<file path="config.mk">
export PLATFORM = sky130hd
export DESIGN_NAME = turn_sequencer
export DESIGN_NICKNAME = d
export VERILOG_FILES = /design/src/rtl/turn_pkg.sv /design/src/rtl/rise_detect.sv /design/src/rtl/turn_sequencer.sv
export SDC_FILE = /design/constraint.sdc
export NUM_CORES = 1
export LEC_CHECK = 0
export ABC_CLOCK_PERIOD_IN_PS = 3800
export CAP_MARGIN = 20
export CORE_UTILIZATION = 48
export CTS_CLUSTER_SIZE = 28
export DETAILED_ROUTE_END_ITERATION = 10
export PLACE_DENSITY = 0.88
export SETUP_SLACK_MARGIN = 0.2
export SLEW_MARGIN = 0
export SYNTH_ARGS = -nofsm -noshare
export SYNTH_HDL_FRONTEND = slang
export SYNTH_SLANG_ARGS = --single-unit
export TNS_END_PERCENT = 20
</file>
<file path="constraint.sdc">
create_clock -name clk -period 3.8 [get_ports clk]
set_clock_uncertainty 0.2 [all_clocks]
set_input_delay 1.14 -clock clk [delete_from_list [all_inputs] [get_ports clk]]
set_output_delay 1.14 -clock clk [all_outputs]
set_load 0.05 [all_outputs]
</file>
<file path="src/rtl/turn_pkg.sv">
// Shared types and field widths for the artillery-game turn controller.
package turn_pkg;

  localparam int SCORE_W = 3;
  localparam int ANG_W   = 8;
  localparam int X_W     = 8;
  localparam int Y_W     = 7;
  localparam int C_W     = 3;

  typedef enum logic [2:0] {
    ST_IDLE,
    ST_ANGLE,
    ST_POWER,
    ST_FIRE,
    ST_RESULT,
    ST_OVER
  } state_t;

endpackage

</file>
<file path="src/rtl/rise_detect.sv">
// Registered rising-edge detector: a 0->1 on 'in' yields a one-cycle 'rise' on the following cycle.
module rise_detect (
  input  logic clk,
  input  logic reset,
  input  logic in,
  output logic rise
);

  logic in_d;

  // NOTE: sequential state always uses non-blocking (<=) so every register samples pre-edge values.
  always_ff @(posedge clk) begin
    if (reset) begin
      in_d <= 1'b0;
      rise <= 1'b0;
    end else begin
      in_d <= in;
      rise <= in & ~in_d;
    end
  end

endmodule

</file>
<file path="src/rtl/turn_sequencer.sv">
// Turn controller: steps a player through angle, power and flight, keeps score and muxes plot data.
module turn_sequencer
  import turn_pkg::*;
#(
  parameter int RESULT_CYCLES = 50_000_000,
  parameter int WIN_SCORE     = 3
) (
  input  logic               clk,
  input  logic               reset,
  input  logic               go,
  input  logic [ANG_W-1:0]   angle_in,
  input  logic [X_W-1:0]     ang_x,
  input  logic [Y_W-1:0]     ang_y,
  input  logic [C_W-1:0]     ang_color,
  input  logic [ANG_W-1:0]   power_in,
  input  logic [X_W-1:0]     pow_x,
  input  logic [Y_W-1:0]     pow_y,
  input  logic [C_W-1:0]     pow_color,
  input  logic [X_W-1:0]     fire_x,
  input  logic [Y_W-1:0]     fire_y,
  input  logic [C_W-1:0]     fire_color,
  input  logic               fire_done,
  input  logic               hit,
  output logic               angle_en,
  output logic               power_en,
  output logic               fire_en,
  output logic [ANG_W-1:0]   angle_q,
  output logic [ANG_W-1:0]   power_q,
  output logic               player,
  output logic [SCORE_W-1:0] score0,
  output logic [SCORE_W-1:0] score1,
  output logic               winner_valid,
  output logic [X_W-1:0]     plot_x,
  output logic [Y_W-1:0]     plot_y,
  output logic [C_W-1:0]     plot_color,
  output logic               plot
);

  localparam int CNT_W = (RESULT_CYCLES > 1) ? $clog2(RESULT_CYCLES) : 1;
  localparam logic [CNT_W-1:0]   CNT_LAST = CNT_W'(RESULT_CYCLES - 1);
  localparam logic [SCORE_W-1:0] WIN      = SCORE_W'(WIN_SCORE);

  state_t           state, state_d;
  logic             go_rise;
  logic [CNT_W-1:0] cnt;
  logic             game_won;

  rise_detect u_go_edge (
    .clk   (clk),
    .reset (reset),
    .in    (go),
    .rise  (go_rise)
  );

  assign game_won = (score0 == WIN) || (score1 == WIN);

  // NOTE: every output of this block gets a default first, so no path can infer a latch.
  always_comb begin
    state_d      = state;
    angle_en     = 1'b0;
    power_en     = 1'b0;
    fire_en      = 1'b0;
    winner_valid = 1'b0;
    plot         = 1'b0;
    plot_x       = '0;
    plot_y       = '0;
    plot_color   = '0;
    case (state)
      ST_IDLE: if (go_rise) state_d = ST_ANGLE;
      ST_ANGLE: begin
        angle_en   = 1'b1;
        plot       = 1'b1;
        plot_x     = ang_x;
        plot_y     = ang_y;
        plot_color = ang_color;
        if (go_rise) state_d = ST_POWER;
      end
      ST_POWER: begin
        power_en   = 1'b1;
        plot       = 1'b1;
        plot_x     = pow_x;
        plot_y     = pow_y;
        plot_color = pow_color;
        if (go_rise) state_d = ST_FIRE;
      end
      ST_FIRE: begin
        fire_en    = 1'b1;
        plot       = 1'b1;
        plot_x     = fire_x;
        plot_y     = fire_y;
        plot_color = fire_color;
        if (fire_done) state_d = ST_RESULT;
      end
      ST_RESULT: if (cnt == CNT_LAST) state_d = game_won ? ST_OVER : ST_ANGLE;
      ST_OVER: begin
        winner_valid = 1'b1;
        if (go_rise) state_d = ST_IDLE;
      end
      default: state_d = ST_IDLE;
    endcase
  end

  always_ff @(posedge clk) begin
    if (reset) begin
      state   <= ST_IDLE;
      angle_q <= '0;
      power_q <= '0;
      player  <= 1'b0;
      score0  <= '0;
      score1  <= '0;
      cnt     <= '0;
    end else begin
      state <= state_d;
      case (state)
        ST_ANGLE: if (go_rise) angle_q <= angle_in;
        ST_POWER: if (go_rise) power_q <= power_in;
        ST_FIRE: begin
          cnt <= '0;
          // Scores saturate at the winning value; the game ends before they could pass it.
          if (fire_done && hit) begin
            if (!player && score0 < WIN) score0 <= score0 + 1'b1;
            if (player && score1 < WIN)  score1 <= score1 + 1'b1;
          end
        end
        ST_RESULT: begin
          cnt <= cnt + 1'b1;
          if (cnt == CNT_LAST && !game_won) player <= ~player;
        end
        ST_OVER: begin
          if (go_rise) begin
            score0 <= '0;
            score1 <= '0;
            player <= 1'b0;
          end
        end
        default: ;
      endcase
    end
  end

endmodule

</file>
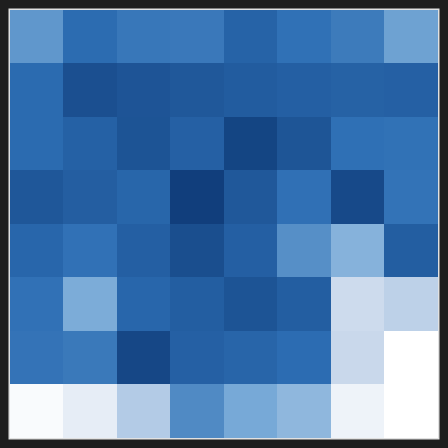
*Cell area per tile*
8 x 8 tiles, from white (low) to dark blue (high), 0 to 100% covered.
emptiest ninth of the die = bottom right
fullest tile = 94%
nearly empty tiles = 3.1%
tiles over 75% full = 55%
mean over tiles = 67%

==> flow_metrics.env <==
# yosys + openroad results
export IMPL_status="finished clean"
export IMPL_cts_max_level=2
export IMPL_num_vias=3320
export IMPL_numPortBuffers=120
export IMPL_cts_max_path_buffers=2
export IMPL_dr_pass1_iters=4
export IMPL_overflow=0
export IMPL_place_hpwl_um=7037
export IMPL_timing_final_ws_setup_ns=0.2085
export IMPL_tool_warnings=28
export IMPL_layout_nets=561
export IMPL_fmax_mhz=278.4
export IMPL_regArea_sq_um=1082
export IMPL_diodes=0
export IMPL_worstRegToRegCells=5
export IMPL_fp_row_count=29
export IMPL_met2_length_um=5017
export IMPL_chipWidth_um=82.66
export IMPL_holdPathEnd="u_go_edge.rise"
export IMPL_synth_area_per_cell_sq_um=8.486
export IMPL_worstHoldPathCells=1
export IMPL_grt_busiest_layer="met2"
export IMPL_yosys_top_cells_count="56 x nor2_1, 54 x dfxtp_1, 27 x mux2_2"
export IMPL_power_density_nw_per_um2=240.7
export IMPL_seqPwrFrac=0.509
export IMPL_post_drt_wl_per_cell_um=17.36
export IMPL_grt_pass1_vias=3153
export IMPL_adder_share=0.02003
export IMPL_critPathCaptureType="output port"
export IMPL_drt_initial_drc_count=227
export IMPL_synth_area_leader_cell="dfxtp_1"
export IMPL_edf_count=0
export IMPL_placed_cell_area_sq_um=4587
export IMPL_clkbuf_count=6
export IMPL_fp_nets=448
export IMPL_yosys_warnings=0
export IMPL_layoutNonFillerInstCount=558
export IMPL_crit_path_start="fire_color[1]"
export IMPL_switchingPower_w=0.0002995
export IMPL_tap_cells=77
export IMPL_cp_max_fo=1
export IMPL_clkLatencyLatePin_ns=0.31
export IMPL_crit_family="buffers and inverters"
export IMPL_power_combinational_w=0.000243
export IMPL_setup_viol=0
export IMPL_maxCapViolations=0
export IMPL_crit_required_ns=2.46
export IMPL_finalPower_w=0.001131
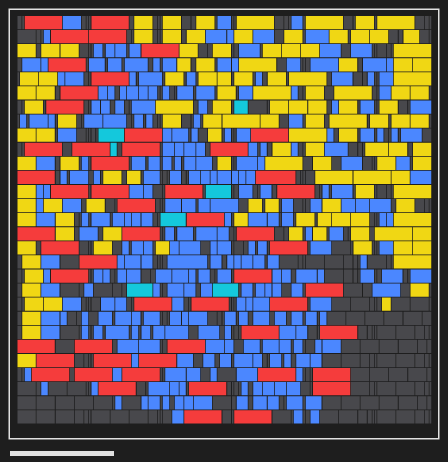
*Placement by cell class*
Bar = 20 um. Fill, decap, tap and diode cells in gray.
blue -> combinational and other logic  # cells 290, share of their area 43%
yellow -> remaining buffers and delay cells  # cells 130, share of their area 32%
red -> sequential cells  # cells 54, share of their area 24%
cyan -> clock drivers and dummy loads  # cells 7, share of their area 1.7%

